==> images/pdn.png <==
Pins as bars on the die edge. Tap cells in gray.
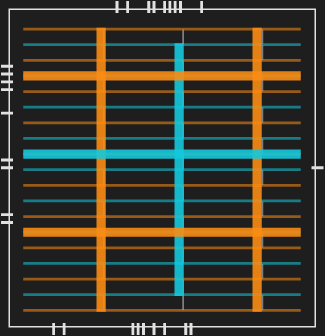
==> images/cell_classes.png <==
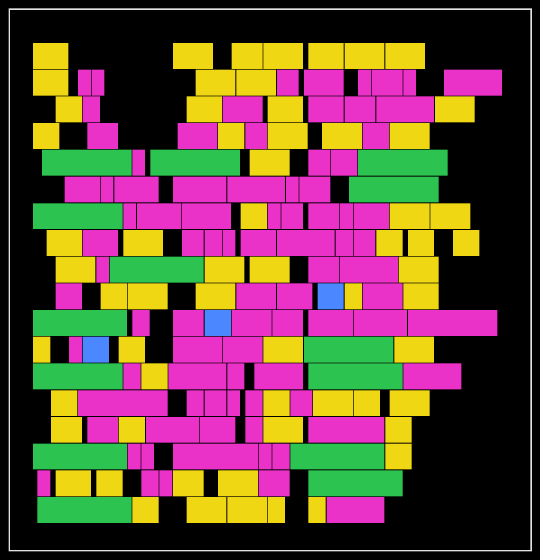
==> images/clock_map.png <==
The bar under the picture is 20 um long.
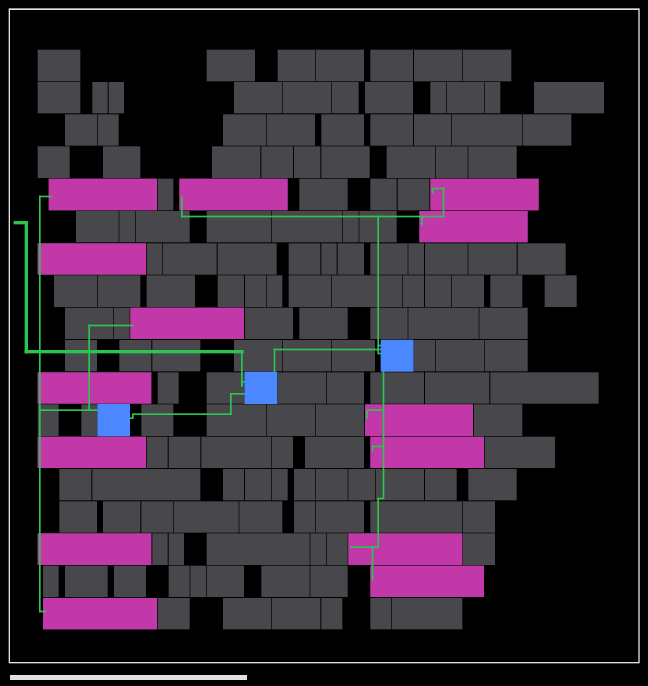
==> images/metal_stack.png <==
The bar under the picture is 20 um long.
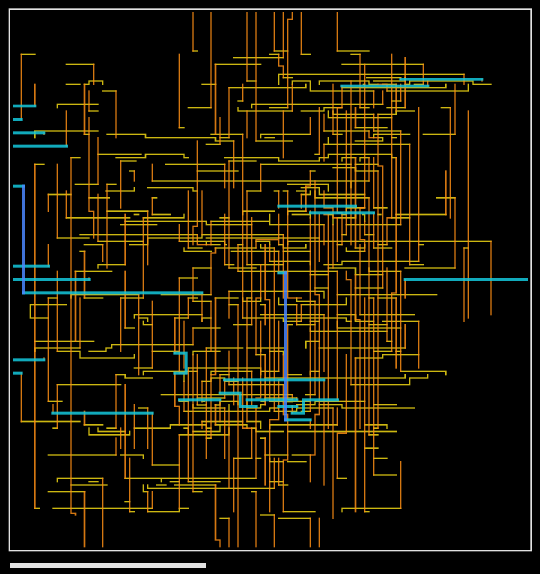
==> images/final_congestion.png <==
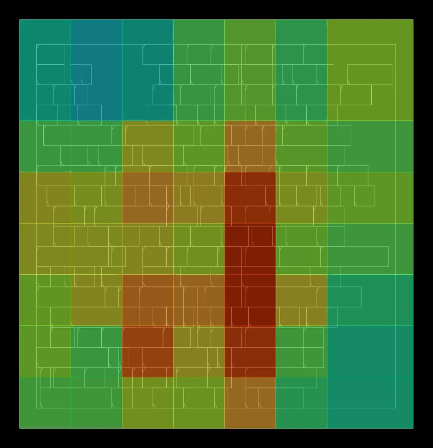
[config.mk]
export PLATFORM = sky130hd
export DESIGN_NAME = ctrl_mem_write_banked_flat
export DESIGN_NICKNAME = d
export VERILOG_FILES = /design/src/rtl/ctrl_mem_write_banked_if.sv /design/src/rtl/ctrl_mem_write_banked.sv /design/src/flat_wrapper.sv
export SDC_FILE = /design/constraint.sdc
export NUM_CORES = 1
export LEC_CHECK = 0
export CAP_MARGIN = 20
export CORE_AREA = 2 2 51 53
export DETAILED_ROUTE_END_ITERATION = 7
export DIE_AREA = 0 0 53 55
export GPL_ROUTABILITY_DRIVEN = 0
export PLACE_DENSITY = 0.72
export SETUP_SLACK_MARGIN = 0.2
export SYNTH_ARGS = -nofsm -noshare
export SYNTH_HDL_FRONTEND = slang
export SYNTH_SLANG_ARGS = --single-unit
[constraint.sdc]
create_clock -name clk -period 1.6 [get_ports clk]
set_input_delay 0.24 -clock clk [delete_from_list [all_inputs] [get_ports clk]]
set_output_delay 0.24 -clock clk [all_outputs]
set_load 0.03 [all_outputs]
[src/rtl/ctrl_mem_write_banked_if.sv]
// Signal bundle between the word source (master) and the banked write controller (slave).
// Handshake: a word moves on every cycle where s_valid & s_ready are both 1; s_valid may change
// freely and s_ready depends only on controller state, never combinationally on s_valid.
interface ctrl_mem_write_banked_if #(
    parameter int MEM_ADDR_WIDTH = 3,
    parameter int MEM_SIZE       = 8,
    parameter int NUM_BANKS      = 4,
    parameter int BANK_SEL_WIDTH = 2,
    parameter int CNT_WIDTH      = $clog2(NUM_BANKS * MEM_SIZE + 1)
);
    logic                      s_valid;
    logic                      s_ready;
    logic                      mode;
    logic                      en_ext_ctrl;
    logic [MEM_ADDR_WIDTH-1:0] ext_addr;
    logic [BANK_SEL_WIDTH-1:0] ext_bank;
    logic                      buf_release;  // consumer release; 'release' is a reserved word
    logic [MEM_ADDR_WIDTH-1:0] mem_addr;
    logic [NUM_BANKS-1:0]      mem_wr_en;
    logic                      load_done;
    logic [CNT_WIDTH-1:0]      word_count;
    logic                      addr_err;
    logic                      state_dbg;    // 0 = FILL, 1 = FULL

    modport master (
        output s_valid, mode, en_ext_ctrl, ext_addr, ext_bank, buf_release,
        input  s_ready, mem_addr, mem_wr_en, load_done, word_count, addr_err, state_dbg
    );

    modport slave (
        input  s_valid, mode, en_ext_ctrl, ext_addr, ext_bank, buf_release,
        output s_ready, mem_addr, mem_wr_en, load_done, word_count, addr_err, state_dbg
    );
endinterface

[src/rtl/ctrl_mem_write_banked.sv]
// Banked write controller: turns an accepted word stream into one-hot bank enables and a shared
// address, sequential or interleaved. Optional range check: CTRL_MEM_WRITE_RANGE_CHK_EN.
module ctrl_mem_write_banked #(
    parameter int MEM_ADDR_WIDTH = 3,
    parameter int MEM_SIZE       = 8,
    parameter int NUM_BANKS      = 4,
    parameter int BANK_SEL_WIDTH = 2,
    parameter int CNT_WIDTH      = $clog2(NUM_BANKS * MEM_SIZE + 1)
) (
    input  logic                    clk,
    input  logic                    reset,
    ctrl_mem_write_banked_if.slave  bus
);
    localparam int TOTAL = NUM_BANKS * MEM_SIZE;

    typedef enum logic {FILL = 1'b0, FULL = 1'b1} state_t;

    state_t                    state_q, state_d;
    logic [MEM_ADDR_WIDTH-1:0] addr_r, addr_nxt;
    logic [BANK_SEL_WIDTH-1:0] bank_r, bank_nxt, sel_bank;
    logic [CNT_WIDTH-1:0]      word_count_q;
    logic                      mode_r, eff_mode;
    logic                      load_done_q;
    logic                      xfer, last_word, in_range, s_ready_c;

    assign xfer      = bus.s_valid & (state_q == FILL);
    assign last_word = (word_count_q == CNT_WIDTH'(TOTAL - 1));
    // The first word of a frame follows the live mode; the rest follow the latched copy.
    assign eff_mode  = (word_count_q == '0) ? bus.mode : mode_r;
    assign sel_bank  = bus.en_ext_ctrl ? bus.ext_bank : bank_r;

    assign bus.s_ready    = s_ready_c;
    assign bus.mem_addr   = bus.en_ext_ctrl ? bus.ext_addr : addr_r;
    assign bus.load_done  = load_done_q;
    assign bus.word_count = word_count_q;
    assign bus.state_dbg  = state_q;

`ifdef CTRL_MEM_WRITE_RANGE_CHK_EN
    logic addr_err_q;

    assign in_range = !bus.en_ext_ctrl ||
                      ((32'(bus.ext_addr) < MEM_SIZE) && (32'(bus.ext_bank) < NUM_BANKS));

    always_ff @(posedge clk or negedge reset) begin
        if (!reset) begin
            addr_err_q <= 1'b0;
        end else if (xfer && !in_range) begin
            addr_err_q <= 1'b1;
        end
    end

    assign bus.addr_err = addr_err_q;
`else
    assign in_range     = 1'b1;
    assign bus.addr_err = 1'b0;
`endif

    // An out-of-range bank index simply matches none of the enables.
    always_comb begin
        bus.mem_wr_en = '0;
        for (int b = 0; b < NUM_BANKS; b++) begin
            bus.mem_wr_en[b] = xfer & in_range & (sel_bank == BANK_SEL_WIDTH'(b));
        end
    end

    always_comb begin
        addr_nxt = addr_r;
        bank_nxt = bank_r;
        if (!eff_mode) begin
            if (addr_r == MEM_ADDR_WIDTH'(MEM_SIZE - 1)) begin
                addr_nxt = '0;
                bank_nxt = (bank_r == BANK_SEL_WIDTH'(NUM_BANKS - 1)) ? '0 : bank_r + 1'b1;
            end else begin
                addr_nxt = addr_r + 1'b1;
            end
        end else begin
            if (bank_r == BANK_SEL_WIDTH'(NUM_BANKS - 1)) begin
                bank_nxt = '0;
                addr_nxt = (addr_r == MEM_ADDR_WIDTH'(MEM_SIZE - 1)) ? '0 : addr_r + 1'b1;
            end else begin
                bank_nxt = bank_r + 1'b1;
            end
        end
    end

    always_comb begin
        state_d   = state_q;
        s_ready_c = 1'b0;
        case (state_q)
            FILL: begin
                s_ready_c = 1'b1;
                if (xfer && last_word) state_d = FULL;
            end
            FULL: begin
                if (bus.buf_release) state_d = FILL;
            end
            default: state_d = FILL;
        endcase
    end

    always_ff @(posedge clk or negedge reset) begin
        if (!reset) begin
            state_q      <= FILL;
            addr_r       <= '0;
            bank_r       <= '0;
            word_count_q <= '0;
            mode_r       <= 1'b0;
            load_done_q  <= 1'b0;
        end else begin
            state_q     <= state_d;
            load_done_q <= xfer && last_word;
            if (state_q == FULL && bus.buf_release) begin
                word_count_q <= '0;
                addr_r       <= '0;
                bank_r       <= '0;
            end else if (xfer) begin
                // No xfer happens in FULL, so the count rests at TOTAL there.
                word_count_q <= word_count_q + CNT_WIDTH'(1);
                if (word_count_q == '0) mode_r <= bus.mode;
                if (!bus.en_ext_ctrl) begin
                    addr_r <= addr_nxt;
                    bank_r <= bank_nxt;
                end
            end
        end
    end
endmodule

[src/flat_wrapper.sv]
// flat-port wrapper written by rule: the top's interface ports become plain ports
module ctrl_mem_write_banked_flat 
#(
    parameter int MEM_ADDR_WIDTH = 3,
    parameter int MEM_SIZE       = 8,
    parameter int NUM_BANKS      = 4,
    parameter int BANK_SEL_WIDTH = 2,
    parameter int CNT_WIDTH      = $clog2(NUM_BANKS * MEM_SIZE + 1)
)
  (clk, reset, bus_s_valid, bus_mode, bus_en_ext_ctrl, bus_ext_addr, bus_ext_bank, bus_buf_release, bus_s_ready, bus_mem_addr, bus_mem_wr_en, bus_load_done, bus_word_count, bus_addr_err, bus_state_dbg);
  ctrl_mem_write_banked_if #(.MEM_ADDR_WIDTH(MEM_ADDR_WIDTH), .MEM_SIZE(MEM_SIZE), .NUM_BANKS(NUM_BANKS), .BANK_SEL_WIDTH(BANK_SEL_WIDTH), .CNT_WIDTH(CNT_WIDTH)) bus_i ();
  input  logic clk;
  input  logic reset;
  input wire logic [$bits(bus_i.s_valid)-1:0] bus_s_valid;
  input wire logic [$bits(bus_i.mode)-1:0] bus_mode;
  input wire logic [$bits(bus_i.en_ext_ctrl)-1:0] bus_en_ext_ctrl;
  input wire logic [$bits(bus_i.ext_addr)-1:0] bus_ext_addr;
  input wire logic [$bits(bus_i.ext_bank)-1:0] bus_ext_bank;
  input wire logic [$bits(bus_i.buf_release)-1:0] bus_buf_release;
  output wire logic [$bits(bus_i.s_ready)-1:0] bus_s_ready;
  output wire logic [$bits(bus_i.mem_addr)-1:0] bus_mem_addr;
  output wire logic [$bits(bus_i.mem_wr_en)-1:0] bus_mem_wr_en;
  output wire logic [$bits(bus_i.load_done)-1:0] bus_load_done;
  output wire logic [$bits(bus_i.word_count)-1:0] bus_word_count;
  output wire logic [$bits(bus_i.addr_err)-1:0] bus_addr_err;
  output wire logic [$bits(bus_i.state_dbg)-1:0] bus_state_dbg;
  assign bus_i.s_valid = bus_s_valid;
  assign bus_i.mode = bus_mode;
  assign bus_i.en_ext_ctrl = bus_en_ext_ctrl;
  assign bus_i.ext_addr = bus_ext_addr;
  assign bus_i.ext_bank = bus_ext_bank;
  assign bus_i.buf_release = bus_buf_release;
  assign bus_s_ready = bus_i.s_ready;
  assign bus_mem_addr = bus_i.mem_addr;
  assign bus_mem_wr_en = bus_i.mem_wr_en;
  assign bus_load_done = bus_i.load_done;
  assign bus_word_count = bus_i.word_count;
  assign bus_addr_err = bus_i.addr_err;
  assign bus_state_dbg = bus_i.state_dbg;
  ctrl_mem_write_banked #(.MEM_ADDR_WIDTH(MEM_ADDR_WIDTH), .MEM_SIZE(MEM_SIZE), .NUM_BANKS(NUM_BANKS), .BANK_SEL_WIDTH(BANK_SEL_WIDTH), .CNT_WIDTH(CNT_WIDTH)) u_core (.clk(clk), .reset(reset), .bus(bus_i));
endmodule
==> run notes <==
Reports from this run.

- The overall power of the completed layout is 0.002696 W.
- The number of detailed-route iterations in the first pass reads 4.
- The flow ran to the end, but the final reports show violations.
- After synthesis, the design contains 103 cells according to Yosys.
- The class of the most critical hold timing path is in2async.
- The final routed DRC violation total is 0.
- The count of flip-flops with a built-in enable after synthesis is 0.
- The classification of the worst setup path is reg2reg.
- Endpoints failing hold in the final report were tallied at 0.
- The share of synthesized cell area in full adder, half adder and majority cells is 6.676%.
- The flip-flop count of the largest register after layout reads 6.
- The worst flop-to-flop path endpoint is u_core.addr_r[0].
- The TritonCTS sink count reads 14.
- The max-slew violation count is 0.
- The worst setup margin reads -18.90 ps.
- The final reports fail on setup timing.
- The overflow left after global routing reads 0.
- The instance area after placement reads 1350 um^2.
- The number of flip-flops and latches in the synthesized netlist is 14.
- The end-of-flow timing check tallies setup violations at 3.
- The proportion of synthesized flip-flops having asynchronous set or reset reads 100.0%.
- The area fraction of the dominant cell type after synthesis is 37.38%.
- The routed wire length on met2 reads 1.508 mm.
- The number of primary I/O pins reads 28.
- The post-CTS setup buffer count reads 13.
- The wire length of the first global-routing pass is 4.091 mm.
Notes on pdn.png above:
legend:
  VSS:
    color: orange
  VDD:
    color: cyan
tap cells: 30
signal pins: 28
chip height: 55 um
die span in x: 53 um
Peak VDD IR: 0.0009749 V

Notes on cell_classes.png above:
legend:
  other buffers and delay cells:
    color: yellow
    cells: 61
    share_of_their_area: 33%
  all other logic:
    color: magenta
    cells: 86
    share_of_their_area: 45%
  flip-flops:
    color: green
    cells: 14
    share_of_their_area: 21%
  cells driving clock nets:
    color: blue
    cells: 3
    share_of_their_area: 1.3%
post-layout utilization of the core: 75.29%
fraction of standard cell area that is sequential: 20.17%
standard-cell rows: 18
post-route standard cell area excluding fillers: 1780 um^2

Notes on clock_map.png above:
legend:
  clock wires:
    color: green
    length: 183 um
  flip-flops:
    color: magenta
    count: 14
  cells driving clock nets:
    color: blue
    count: 3
routed clock nets: 4

Notes on metal_stack.png above:
legend:
  met3:
    color: cyan
    wire_length: 138 um
  met2:
    color: orange
    wire_length: 1,510 um
  met1:
    color: yellow
    wire_length: 1,170 um
  met4:
    color: blue
    wire_length: 25.8 um
total detailed-routing wirelength: 2.845 mm
overall global routing resource usage: 19.31%
number of vias after detailed routing: 1,020
wire length per cell: 14.66 um

Notes on final_congestion.png above:
layer with the highest usage: met2
met2 track demand over resource: 33.13%

Power figures rest on the tool's default switching activity, not on a simulated workload.
